==> src/rtl/cache_mem_responder_pkg.sv <==
// rtl/cache_mem_responder_pkg.sv - shared RAM-state and arbiter-state types
// for the cache memory responder.
package cpu_types_pkg;
  typedef enum logic [1:0] {FREE, BUSY, ACCESS, ERROR} ramstate_t;
endpackage

package dp_types_pkg;
  typedef enum logic [1:0] {IDLE, DGRANT, IGRANT} memctl_state_t;
  localparam int STARVE_W = 4;
endpackage

==> src/rtl/cache_mem_responder_stats.sv <==
// rtl/cache_mem_responder_stats.sv - saturating event counters for the
// cache memory responder.
module memctl_stats (
  input  logic        clk,
  input  logic        rst_n,
  input  logic        d_read,
  input  logic        d_write,
  input  logic        i_read,
  input  logic        ram_err,
  input  logic        starve_force,
  output logic [31:0] stat_dr,
  output logic [31:0] stat_dw,
  output logic [31:0] stat_ir,
  output logic [31:0] stat_err,
  output logic [31:0] stat_starve
);
  logic [31:0] cnt [5];
  logic [4:0]  inc;

  assign inc = {starve_force, ram_err, i_read, d_write, d_read};

  always_ff @(posedge clk or negedge rst_n) begin
    if (!rst_n) begin
      for (int k = 0; k < 5; k++) cnt[k] <= '0;
    end else begin
      for (int k = 0; k < 5; k++)
        if (inc[k] && cnt[k] != '1) cnt[k] <= cnt[k] + 32'd1;
    end
  end

  assign stat_dr     = cnt[0];
  assign stat_dw     = cnt[1];
  assign stat_ir     = cnt[2];
  assign stat_err    = cnt[3];
  assign stat_starve = cnt[4];
endmodule

==> src/rtl/cache_mem_responder.sv <==
// rtl/cache_mem_responder.sv - icache/dcache arbiter onto a single-ported RAM;
// optional counter bank enabled by MEMCTL_STATS_EN.
module cache_mem_responder
  import cpu_types_pkg::*;
  import dp_types_pkg::*;
#(
  parameter int STARVE_LIMIT = 4
) (
  input  logic        CLK,
  input  logic        nRST,
  input  logic        iREN,
  input  logic [31:0] iaddr,
  output logic        iwait,
  output logic [31:0] iload,
  input  logic        dREN,
  input  logic        dWEN,
  input  logic [31:0] daddr,
  input  logic [31:0] dstore,
  output logic        dwait,
  output logic [31:0] dload,
  output logic        ramREN,
  output logic        ramWEN,
  output logic [31:0] ramaddr,
  output logic [31:0] ramstore,
  input  logic [31:0] ramload,
  input  ramstate_t   ramstate
`ifdef MEMCTL_STATS_EN
  ,
  output logic [31:0] stat_dr,
  output logic [31:0] stat_dw,
  output logic [31:0] stat_ir,
  output logic [31:0] stat_err,
  output logic [31:0] stat_starve
`endif
);
  localparam logic [STARVE_W-1:0] LIMIT = STARVE_W'(STARVE_LIMIT);

  memctl_state_t       state, next_state;
  logic [STARVE_W-1:0] starve_cnt;
  logic [STARVE_W:0]   cnt_inc;
  logic                d_req, d_done, i_done, starved, d_lock;

  assign d_req   = dREN | dWEN;
  assign d_done  = (state == DGRANT) && d_req && (ramstate == ACCESS);
  assign i_done  = (state == IGRANT) && iREN && (ramstate == ACCESS);
  assign starved = iREN && (starve_cnt >= LIMIT);
  assign cnt_inc = {1'b0, starve_cnt} + (STARVE_W + 1)'(1);
  // Keep a block's two words together unless this completion hits the starve limit.
  assign d_lock  = !daddr[2] && !(iREN && (cnt_inc >= {1'b0, LIMIT}));

  always_ff @(posedge CLK or negedge nRST) begin
    if (!nRST) state <= IDLE;
    else       state <= next_state;
  end

  always_comb begin
    next_state = state;
    unique case (state)
      IDLE: begin
        if (d_req && !starved) next_state = DGRANT;
        else if (iREN)         next_state = IGRANT;
      end
      DGRANT: begin
        if (!d_req)      next_state = IDLE;
        else if (d_done) next_state = d_lock ? DGRANT : IDLE;
      end
      IGRANT: begin
        if (!iREN || i_done) next_state = IDLE;
      end
      default: next_state = IDLE;
    endcase
  end

  always_comb begin
    ramREN   = 1'b0;
    ramWEN   = 1'b0;
    ramaddr  = '0;
    ramstore = '0;
    case (state)
      DGRANT: begin
        ramWEN   = dWEN;
        ramREN   = dREN & ~dWEN;
        ramaddr  = daddr;
        ramstore = dstore;
      end
      IGRANT: begin
        ramREN  = iREN;
        ramaddr = iaddr;
      end
      default: ;
    endcase
    dwait = ~d_done;
    iwait = ~i_done;
    dload = d_done ? ramload : '0;
    iload = i_done ? ramload : '0;
  end

  always_ff @(posedge CLK or negedge nRST) begin
    if (!nRST)                  starve_cnt <= '0;
    else if (!iREN || i_done)   starve_cnt <= '0;
    else if (d_done && starve_cnt != '1)
      starve_cnt <= starve_cnt + STARVE_W'(1);
  end

`ifdef MEMCTL_STATS_EN
  logic ram_err;
  assign ram_err = ((state == DGRANT && d_req) || (state == IGRANT && iREN)) &&
                   (ramstate == ERROR);

  memctl_stats u_stats (
    .clk          (CLK),
    .rst_n        (nRST),
    .d_read       (d_done && !dWEN),
    .d_write      (d_done && dWEN),
    .i_read       (i_done),
    .ram_err      (ram_err),
    .starve_force (state == IDLE && d_req && starved),
    .stat_dr      (stat_dr),
    .stat_dw      (stat_dw),
    .stat_ir      (stat_ir),
    .stat_err     (stat_err),
    .stat_starve  (stat_starve)
  );
`endif
endmodule

==> config.mk <==
export PLATFORM = sky130hd
export DESIGN_NAME = cache_mem_responder
export DESIGN_NICKNAME = d
export VERILOG_FILES = /design/src/rtl/cache_mem_responder_pkg.sv /design/src/rtl/cache_mem_responder_stats.sv /design/src/rtl/cache_mem_responder.sv
export SDC_FILE = /design/constraint.sdc
export NUM_CORES = 1
export LEC_CHECK = 0
export ABC_AREA = 0
export CORE_AREA = 4 4 103 105
export DETAILED_ROUTE_END_ITERATION = 7
export DIE_AREA = 0 0 107 109
export MAX_ROUTING_LAYER = met4
export PLACE_DENSITY_LB_ADDON = 0.15
export REMOVE_ABC_BUFFERS = 1
export SLEW_MARGIN = 20
export SYNTH_ARGS = -nofsm -noshare
export SYNTH_HDL_FRONTEND = slang
export SYNTH_HIERARCHICAL = 1
export SYNTH_SLANG_ARGS = --single-unit
==> constraint.sdc <==
create_clock -name CLK -period 2.85 [get_ports CLK]
set_clock_uncertainty 0.2 [all_clocks]
set_input_delay 0.4275 -clock CLK [delete_from_list [all_inputs] [get_ports CLK]]
set_output_delay 0.4275 -clock CLK [all_outputs]
set_load 0.05 [all_outputs]
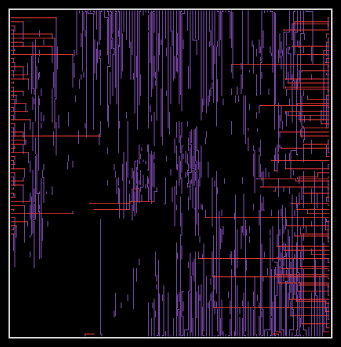
**Above:** run 1 (signal wires by layer).
Scale: 3 px per um. Only two layers are drawn.
- M3: red (wire length 1110 um)
- M2: purple (wire length 5740 um)
via count: 2664
GRT Util Overall: 0.181
Avg WL per Cell: 17.9 um
drt total wl: 11100 um

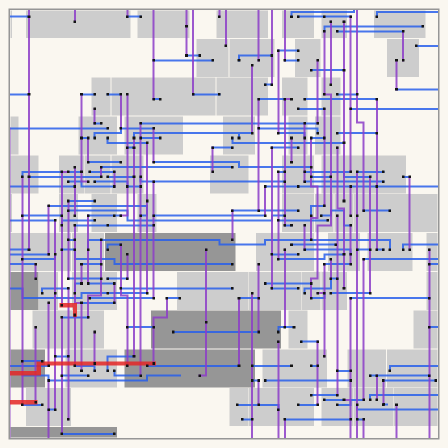
**Above:** run 1 (close-up of the layout).
Window x 38 to 68, y 40 to 70 um. Cells in grey, sequential cells in the stronger grey; small squares are vias.
- M2: purple
- M1: blue
- M3: red
- most frequent: clkdlybuf4s50_1 (6), nand2_1 (5), o21ai_0 (4)
- sequential cells in the window: 3
- cells with their middle in the window: 59
- netlist names of flops here include: state (2), starve_cnt (1)

==> deck_impl_summary.md, run 1 <==
Implementation Results

Global routing
  – Total grt overflow: 0
  – Met2 usage: 0.335
  – Largest net degree at the start of global routing: 67
  – Grt met1 use: 0.189
  – Vias in the first global route: 2760

Power
  – Pwr dens: 768 nW/um^2
  – Pwr Total: 4.41 mW
  – Comb pwr share: 0.946
  – P_int: 2.12 mW
  – Clock share of power: 0.028
  – Leak: 2.27 nW

Route
  – Drt drc: 0
  – Starting DRT DRC Count: 121
  – Top sig layer: met4
  – First-pass DRT Iterations: 4
  – Met2 WL: 5740 um
  – Final ANT Viol Nets: 0

Outcome
  – Outcome: complete, no violations

Synthesis
  – Distinct cell type count after synthesis: 29
  – Post-synthesis instance area: 1600 sq um
  – Most frequent cell after synthesis: and2_1
  – Async SR Flop Fraction: 1.00
  – Syn Inst Count: 233
  – Synth flops: 6

Floorplan
  – Boundary Pins: 267
  – FP Util: 0.165
  – Core Area: 9640 sq um

Critical path
  – Reg2Reg Depth: 8
  – Worst EP required: 2.22 ns
  – Kind of critical path: primary input to output pin
  – Worst setup path endpoint: iload[14]

Clocking
  – CTS Buf Count: 3
  – CTS root buf: clkbuf_8
  – TritonCTS clock tree: built
  – Cts hold-fix bufs: 0
  – Setup bufs post-CTS: 0
  – H-tree levels: 1

Layout
  – Top cells excl fill/tap: clkdlybuf4s50_1 (134), buf_12 (132), and2_1 (98)
  – Sequential share of cell area: 0.0261
  – Clock-cell share: 0.00719
  – Registers: 6
  – Synthesis-to-finish area growth: 260%

Placement
  – Gpl congestion: 0.839
  – Pre-CTS setup slack: 0.278 ns
  – Post-DP HPWL: 9590 um
  – Post-DP Area: 5700 sq um

Min path
  – Worst hold-check path type: primary input to async pin

Timing
  – Final Hold Fails: 0
  – Maximum clock rate: 389 MHz
  – Final setup violation count: 0
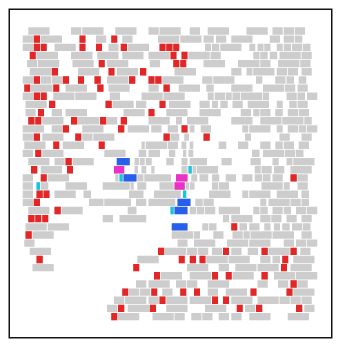
**Above:** run 1 (selected gate families).
Scale: 3 px per um.
- and/or cells: red (cells 98; most used and2_1; where spread over the die)
- fa/ha/maj cells: blue (cells 5; most used ha_1; where centre)
- mux cells: magenta (cells 3; most used mux2i_1)
- inv cells: cyan (cells 5; most used inv_1; where centre)
Commonest Layout Cell: clkdlybuf4s50_1
multi-input logic portion of the cell area: 0.235
Final Non-Filler Cells: 620

==> run 1: flip-flops by register name, indices dropped and copies added, names as in the netlist <==
name,count
starve_cnt,4
state,2
==> run 1: cell families after synthesis <==
group	share of synthesized area
adder cells (fa/ha/maj)	0.0392
flip-flops	0.0941
buffers and inverters	0.0627
AND-OR/OR-AND	0.209
multiplexers	0.0196
XOR/XNOR	0.00549
AND/OR/NAND/NOR	0.569
==> run 1: worst max-delay path, stage by stage <==
cell,delay [ns]
clkdlybuf4s50_1,0.58
nand2_1,0.15
nor2_2,0.12
buf_4,0.27
and2_1,0.23
buf_12,0.15
==> inputs of run 2 (changes only) <==
CTS_CLUSTER_DIAMETER = 150   (was not set)
SETUP_SLACK_MARGIN = 0.1   (was not set)
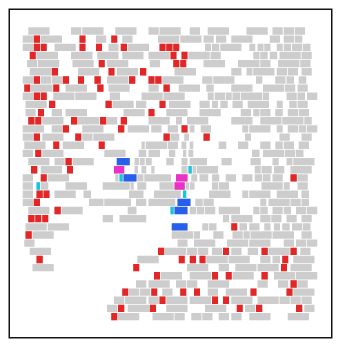
**Above:** run 2 (selected gate families).
Scale: 3 px per um.
- and/or cells: red (cells 98; most used and2_1; where spread over the die)
- fa/ha/maj cells: blue (cells 5; most used ha_1; where centre)
- mux cells: magenta (cells 3; most used mux2i_1)
- inv cells: cyan (cells 5; most used inv_1; where centre)

==> deck_impl_summary.md, run 2 <==
Implementation Results

Synthesis
  – Post-synthesis instance area: 1600 sq um
  – Synth flops: 6
  – Distinct cell type count after synthesis: 29
  – Syn Inst Count: 233
  – Most frequent cell after synthesis: and2_1
  – Async SR Flop Fraction: 1.00
  – Post-synth top area cell: and2_1

Power
  – Pwr Total: 4.41 mW
  – Sequential power share: 0.025
  – P_int: 2.12 mW
  – Leak: 2.27 nW
  – Pwr dens: 768 nW/um^2
  – Clock share of power: 0.028

Outcome
  – Outcome: complete, no violations

Layout
  – Max reg flops: 4
  – Reg with most FFs: starve_cnt
  – Largest regs: starve_cnt (4), state (2)
  – Top cells excl fill/tap: clkdlybuf4s50_1 (134), buf_12 (132), and2_1 (98)
  – Final Non-Filler Cells: 620
  – Synthesis-to-finish area growth: 260%
  – Layout cells sized above 1: 0.298

Critical path
  – Crit path max-delay family: buffers and inverters
  – Buffers and inverters on the worst path: 3
  – CP max-delay cell: clkdlybuf4s50_1
  – Reg2Reg Depth: 8
  – Stages on the worst setup path: 6
  – Crit-path max cell delay: 0.58 ns
  – Worst EP required: 2.22 ns
  – Kind of critical path: primary input to output pin
  – Critical-path cell list: clkdlybuf4s50_1 > nand2_1 > nor2_2 > buf_4 > and2_1 > buf_12
  – Worst setup path endpoint: iload[14]

Route
  – Via count: 2664
  – Starting DRT DRC Count: 121
  – Top sig layer: met4
  – Drt drc: 0
  – First-pass DRT Iterations: 4
  – Final ANT Viol Nets: 0
  – Drt total wl: 11100 um
  – Met2 WL: 5740 um

Global routing
  – Largest net degree at the start of global routing: 67
  – Total grt overflow: 0
  – Met2 usage: 0.335
  – GRT Util Overall: 0.181
  – Grt met1 use: 0.189
  – Vias in the first global route: 2760

Clocking
  – TritonCTS clock tree: built
  – Setup bufs post-CTS: 0
  – Cts hold-fix bufs: 0
  – CTS root buf: clkbuf_8
  – CTS Buf Count: 3
  – H-tree levels: 1

Placement
  – Gpl congestion: 0.839
  – Pre-CTS setup slack: 0.278 ns
  – Buffers on Ports: 266
  – Post-DP HPWL: 9590 um
  – Post-DP Area: 5700 sq um

Timing
  – Final Hold Fails: 0
  – Maximum clock rate: 389 MHz
  – Final setup violation count: 0

Floorplan
  – Boundary Pins: 267
  – Core Area: 9640 sq um
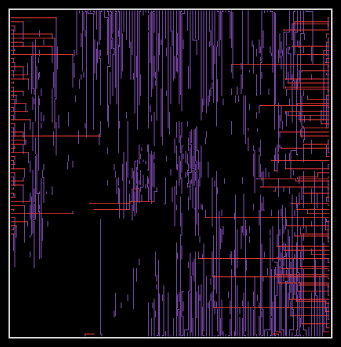
**Above:** run 2 (signal wires by layer).
Scale: 3 px per um. Only two layers are drawn.
- M3: red (wire length 1110 um)
- M2: purple (wire length 5740 um)

run 2: cells by family (layout without fill, tap and decap cells):
| group | after synthesis | after routing | synth area share |
|---|---|---|---|
| adders and majority gates | 5 | 5 | 0.0392 |
| buffers and inverters | 25 | 279 | 0.0627 |
| muxes | 3 | 3 | 0.0196 |
| AOI/OAI and AO/OA | 45 | 45 | 0.209 |
| and+or+nand+nor | 148 | 148 | 0.569 |
| DFF | 6 | 6 | 0.0941 |
| xor gates and xnor gates | 1 | 1 | 0.00549 |
run 2: final cells by class:
cell class / instances / area [sq um]
Timing Repair Buffer: 271 / 4020
Multi-Input combinational cell: 202 / 1350
Clock buffer: 3 / 41.3
Fill cell: 836 / 3890
Tap cell: 133 / 166
Inverter: 5 / 18.8
Sequential cell: 6 / 150
No activity file was given, so power comes from the tool's default toggle rates.
